==> images/layer_met1.png <==
(8 px per um) Supply wires on this layer in grey. Cells faint in the background.
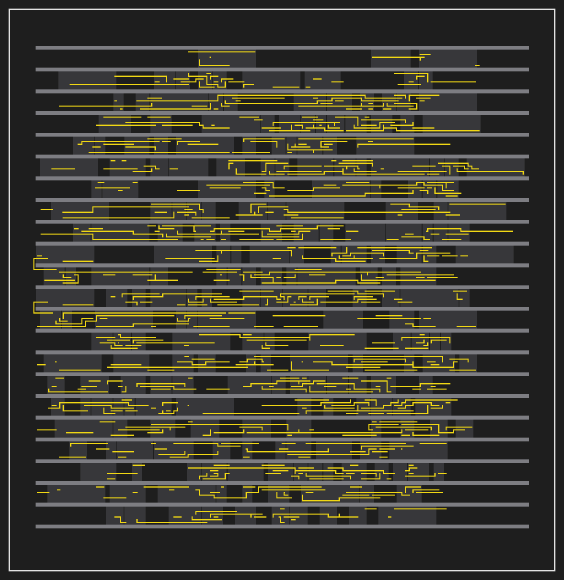
==> images/placement.png <==
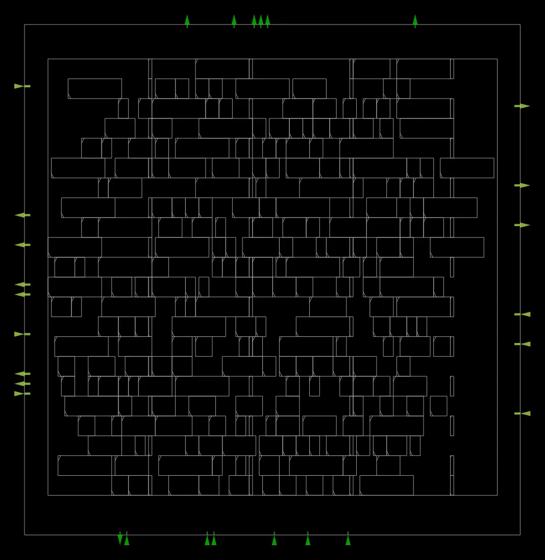
==> images/sizes.png <==
(6 px per um)
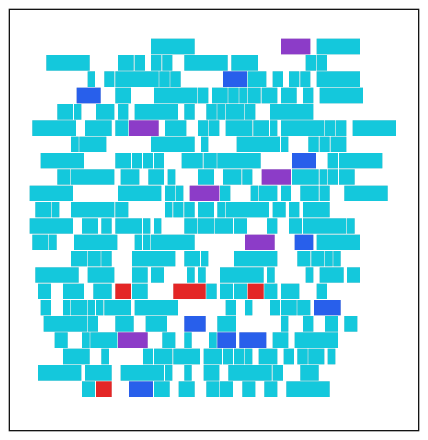
==> images/io_fan.png <==
(6 px per um)
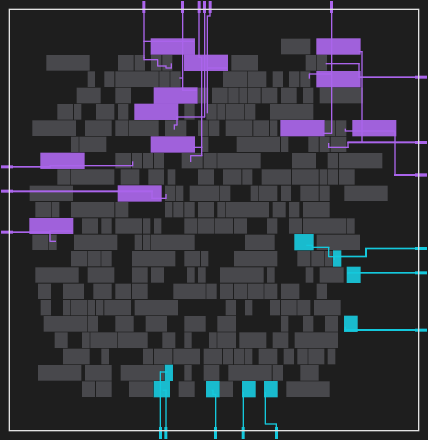
## config.mk

```make
export PLATFORM = sky130hd
export DESIGN_NAME = booth_result_bcd
export DESIGN_NICKNAME = d
export VERILOG_FILES = /design/src/rtl/booth_pkg.sv /design/src/rtl/booth_bcd_adj3.sv /design/src/rtl/booth_result_bcd.sv
export SDC_FILE = /design/constraint.sdc
export NUM_CORES = 1
export LEC_CHECK = 0
export CORE_AREA = 3 3 65 67
export CTS_BUF_LIST = sky130_fd_sc_hd__clkbuf_4 sky130_fd_sc_hd__clkbuf_8 sky130_fd_sc_hd__clkbuf_16
export CTS_CLUSTER_SIZE = 28
export DETAILED_ROUTE_END_ITERATION = 8
export DIE_AREA = 0 0 68 70
export DONT_BUFFER_PORTS = 1
export MAX_ROUTING_LAYER = met4
export PLACE_DENSITY = 0.73
export SLEW_MARGIN = 20
export SYNTH_ARGS = -nofsm -noshare
export SYNTH_HDL_FRONTEND = slang
export SYNTH_SLANG_ARGS = --single-unit
```

## constraint.sdc

```tcl
create_clock -name clk -period 4.3 [get_ports clk]
set_input_delay 0.86 -clock clk [delete_from_list [all_inputs] [get_ports clk]]
set_output_delay 0.86 -clock clk [all_outputs]
set_load 0.05 [all_outputs]
```

## src/rtl/booth_pkg.sv

```systemverilog
// Shared definitions for the Booth multiplier result path: FSM state encodings,
// default widths and a small sizing helper.
package booth_pkg;

  localparam int PW_DEF = 8;
  localparam int ND_DEF = 3;
  localparam int DIG_W  = 4;

  typedef enum logic [1:0] {
    IDLE = 2'd0,
    ABS  = 2'd1,
    CONV = 2'd2,
    HOLD = 2'd3
  } state_t;

  // Bit-counter width able to count 0..n-1 (at least one bit).
  function automatic int cnt_width(input int n);
    return (n > 1) ? $clog2(n) : 1;
  endfunction

endpackage

```

## src/rtl/booth_bcd_adj3.sv

```systemverilog
// Double-dabble digit correction: a BCD digit of 5 or more gets 3 added so that
// the following left shift carries correctly into the next decimal digit.
module booth_bcd_adj3
  import booth_pkg::*;
(
  input  logic [DIG_W-1:0] din,
  output logic [DIG_W-1:0] dout
);

  always_comb begin
    dout = din;
    if (din >= DIG_W'(5)) begin
      dout = din + DIG_W'(3);
    end
  end

endmodule

```

## src/rtl/booth_result_bcd.sv

```systemverilog
// Captures a signed Booth product and converts it to sign + BCD by sequential double-dabble.
// Optional feature: define BOOTH_BCD_SKID_EN for a one-entry skid buffer in front of the converter.
module booth_result_bcd
  import booth_pkg::*;
#(
  parameter int PW = PW_DEF,
  parameter int ND = ND_DEF
) (
  input  logic                clk,
  input  logic                rst_n,
  input  logic [PW-1:0]       prod,
  input  logic                prod_vld,
  input  logic                out_rdy,
  output logic                out_vld,
  output logic                out_sign,
  output logic [DIG_W*ND-1:0] out_bcd,
  output logic                busy,
  output logic                drop_err
);

  localparam int             BW   = DIG_W * ND;
  localparam int             CW   = cnt_width(PW);
  localparam logic [CW-1:0]  LAST = CW'(PW - 1);

  state_t           state;
  state_t           state_nxt;
  logic [PW-1:0]    work;
  logic [BW-1:0]    bcd;
  logic [CW-1:0]    bit_cnt;
  logic             sign_q;
  logic             out_sign_q;
  logic [BW-1:0]    out_bcd_q;
  logic             drop_err_q;

  logic             load_work;
  logic [PW-1:0]    load_val;
  logic             drop;

  logic [BW-1:0]    bcd_adj;
  logic [BW+PW-1:0] sr_next;

`ifdef BOOTH_BCD_SKID_EN
  logic             skid_full;
  logic [PW-1:0]    skid_data;
  logic             skid_store;
  logic             skid_drain;
`endif

  for (genvar g = 0; g < ND; g++) begin : g_adj
    booth_bcd_adj3 u_adj (
      .din  (bcd[g*DIG_W +: DIG_W]),
      .dout (bcd_adj[g*DIG_W +: DIG_W])
    );
  end

  // One double-dabble step: the magnitude MSB shifts into the corrected BCD LSB.
  assign sr_next = {bcd_adj, work} << 1;

  always_comb begin
    state_nxt = state;
    load_work = 1'b0;
    load_val  = prod;
    drop      = 1'b0;
`ifdef BOOTH_BCD_SKID_EN
    skid_store = 1'b0;
    skid_drain = 1'b0;
`endif

    case (state)
      IDLE: begin
`ifdef BOOTH_BCD_SKID_EN
        if (skid_full) begin
          state_nxt  = ABS;
          load_work  = 1'b1;
          load_val   = skid_data;
          skid_drain = 1'b1;
        end else
`endif
        if (prod_vld) begin
          state_nxt = ABS;
          load_work = 1'b1;
          load_val  = prod;
        end
      end
      ABS: state_nxt = CONV;
      CONV: begin
        if (bit_cnt == LAST) begin
          state_nxt = HOLD;
        end
      end
      HOLD: begin
        if (out_rdy) begin
          state_nxt = IDLE;
`ifdef BOOTH_BCD_SKID_EN
          if (skid_full) begin
            state_nxt  = ABS;
            load_work  = 1'b1;
            load_val   = skid_data;
            skid_drain = 1'b1;
          end
`endif
        end
      end
      default: state_nxt = IDLE;
    endcase

    // A pulse that does not start a conversion this cycle is buffered or discarded.
`ifdef BOOTH_BCD_SKID_EN
    if (prod_vld && !(state == IDLE && !skid_full)) begin
      if (!skid_full || skid_drain) begin
        skid_store = 1'b1;
      end else begin
        drop = 1'b1;
      end
    end
`else
    if (prod_vld && state != IDLE) begin
      drop = 1'b1;
    end
`endif
  end

  always_ff @(posedge clk) begin
    if (!rst_n) begin
      state      <= IDLE;
      work       <= '0;
      bcd        <= '0;
      bit_cnt    <= '0;
      sign_q     <= 1'b0;
      out_sign_q <= 1'b0;
      out_bcd_q  <= '0;
      drop_err_q <= 1'b0;
`ifdef BOOTH_BCD_SKID_EN
      skid_full  <= 1'b0;
      skid_data  <= '0;
`endif
    end else begin
      state <= state_nxt;
      if (drop) begin
        drop_err_q <= 1'b1;
      end
      if (load_work) begin
        work <= load_val;
      end
      case (state)
        ABS: begin
          // Negating the most negative value wraps to 2^(PW-1), which is the correct unsigned magnitude.
          sign_q  <= work[PW-1];
          work    <= work[PW-1] ? (~work + 1'b1) : work;
          bcd     <= '0;
          bit_cnt <= '0;
        end
        CONV: begin
          {bcd, work} <= sr_next;
          bit_cnt     <= bit_cnt + 1'b1;
          if (bit_cnt == LAST) begin
            out_bcd_q  <= sr_next[PW +: BW];
            out_sign_q <= sign_q;
          end
        end
        default: ;
      endcase
`ifdef BOOTH_BCD_SKID_EN
      if (skid_store) begin
        skid_data <= prod;
        skid_full <= 1'b1;
      end else if (skid_drain) begin
        skid_full <= 1'b0;
      end
`endif
    end
  end

  assign out_vld  = (state == HOLD);
  assign busy     = (state != IDLE);
  assign out_sign = out_sign_q;
  assign out_bcd  = out_bcd_q;
  assign drop_err = drop_err_q;

endmodule
```

==> flow_metrics.env <==
# flow metrics
export IMPL_place_worst_setup_slack_ns=1.90
export IMPL_crit_chain="inv_1, ha_1, inv_1, nor2_1, nand2_1, o21ai_0"
export IMPL_grtUsageMet3_pct=5.14
export IMPL_crit_slowest_cell="ha_1"
export IMPL_yosysSeqAreaShare_pct=36.4
export IMPL_ant_nets=0
export IMPL_crit_end="out_bcd[2]$_SDFFE_PN0P_"
export IMPL_syn_area_um2=2200
export IMPL_maxSlewHeadroom_pct=54.6
export IMPL_ys_async_sr_fraction_pct=0
export IMPL_cts_resized=0
export IMPL_routedWlPerCell_um=14.9
export IMPL_slowest_delay_ns=0.59
export IMPL_hold_start="sign_q$_SDFFE_PN0P_"
export IMPL_startpoint_type="flop"
export IMPL_p_leak_nw=0.791
export IMPL_ys_area_um2=2200
export IMPL_rsz0062_at_grt="false"
export IMPL_power_total_mw=1.28
export IMPL_clock_power_uw=265
export IMPL_area_growth_syn_to_layout_pct=1.82
export IMPL_io_buffers=0
export IMPL_timing_final_crit_period_ns=2.43
export IMPL_nets=267
export IMPL_cp_required_ns=4.51
export IMPL_hp_class="reg2reg"
export IMPL_postCtsHoldBufs=0
export IMPL_tightestPinTransition_ns=0.678
export IMPL_ys_sh_xor_pct=1.20
export IMPL_power_density_nw_per_um2=573
export IMPL_grt_use_met1_pct=28.9
export IMPL_met1_length_mm=2.15
export IMPL_cp_top_family="simple AND/OR/NAND/NOR gates"
export IMPL_synth_top_flop_cell="dfxtp_1"
export IMPL_regArea_um2=801
export IMPL_rrSetupSlack_ns=1.87
export IMPL_drv_slew=0
export IMPL_row_count=22
export IMPL_io_pins=28
export IMPL_swShare_pct=41.4
export IMPL_dp_hpwl_mm=2.96
export IMPL_synthCells=248
export IMPL_place_gp_congestion=0.857
export IMPL_outcome="completed"
export IMPL_worst_slack_ns=1.87
export IMPL_clock_root_buffer="clkbuf_8"
export IMPL_grt_max_degree=44
export IMPL_cts_setup_buffers=0
export IMPL_sh_seq_area_pct=35.8
export IMPL_num_nonclk_inverters=17
export IMPL_hold_ws_ns=0.485
export IMPL_drt_pass1_iterations=4
export IMPL_whs_path_depth=2
export IMPL_comb_share_pct=54.0
export IMPL_drt_vias_per_instance=5.92
export IMPL_worstPathArrival_ns=2.64
export IMPL_muxShareOfSynthArea_pct=1.99
export IMPL_pwr_share_comb_pct=40.6
export IMPL_grt_pass1_vias=1637
export IMPL_grt_overflow_total=0
export IMPL_hold_path_end="sign_q$_SDFFE_PN0P_"
export IMPL_syn_avg_cell_area_um2=8.86
export IMPL_tool_warnings=32
export IMPL_placedCellCount=283
export IMPL_period_used_pct=56.4
export IMPL_numCtsBuffers=5
export IMPL_cts_max_level=2
export IMPL_buffers_excl_clock=1
export IMPL_nFillCells=345
export IMPL_path_max_fanout=18
export IMPL_crit_reg2reg_launch="state[0]$_SDFFE_PN0P_"
export IMPL_clk_insertion_delay_late_ns=0.29
export IMPL_cts_clk_slew_worst_paths_ns=0.08
export IMPL_synthAdderAreaFrac_pct=7.40
export IMPL_clock_sinks=40
export IMPL_edf_count=0
export IMPL_drv_cap=0
export IMPL_die_x_um=68
export IMPL_cp_depth=6
export IMPL_dr_wl_met3_um=237
export IMPL_num_vias=1724
export IMPL_synth_flops=40
export IMPL_clockPowerShare_pct=20.7
export IMPL_end_kind="flop"
export IMPL_grt_usage_pct=20.8
export IMPL_area_leaders="dfxtp_1, ha_1, o21ai_0"
export IMPL_synth_warnings=0
export IMPL_ys_types=51
export IMPL_cp_common_cell="inv_1"
export IMPL_ys_cells=248
export IMPL_ys_top_logic_family="AND-OR/OR-AND gates"
export IMPL_finish_utilization_pct=60.7
export IMPL_p_sw_uw=530
export IMPL_routed_wl_mm=4.33
export IMPL_top_area_cell="dfxtp_1"
export IMPL_setup_viol=0
export IMPL_logic_area_um2=1210
## Picture notes: layer_met1.png
nets with wire on the layer = 245
longest straight run = 23.5 um
share of all routed wire = 50%

## Picture notes: placement.png
Finished Layout Cells: 291
n_taps: 48
seq_cells: 40

## Picture notes: sizes.png
_2 cells -> blue  # cells 9, share 3.7%
_3 and _4 cells -> red  # cells 4, share 1.6%
_6 and larger -> purple  # cells 6, share 2.5%
_0 and _1 cells -> cyan  # cells 224, share 92%

## Picture notes: io_fan.png
out_bcd -> purple  # direction output, edge 6 north, 3 west, 3 east, end cells 12, buffers 0, wire 267 um
prod -> cyan  # direction input, edge 5 south, 3 east, end cells 9, buffers 0, wire 83.4 um

[synth_stat cells, drive strengths merged (4+ instances only)]
cell type,instances
o21ai,22
a31oi,4
a21oi,14
nand3,14
ha,13
buf,4
nand2b,7
clkbuf,9
dfxtp,40
nor2,8
nand3b,8
nor3,4
a21boi,7
nand2,16
nor2b,11
inv,17
nor3b,4
[layout by cell type (no fill, tap or decap), types with 3 or more instances in the layout]
cell type	instances
nand2_1	16
inv_1	17
nor2b_1	11
o21ai_0	22
o31ai_1	3
nor3_1	4
a31oi_1	4
a21boi_0	6
nor3b_1	4
a21oi_1	14
nand2b_1	7
nand3_1	13
o211a_1	3
ha_1	13
dfxtp_1	40
nand3b_1	8
nor2_1	8
mux2_2	3
a32oi_1	3
clkbuf_8	6
xnor2_1	3
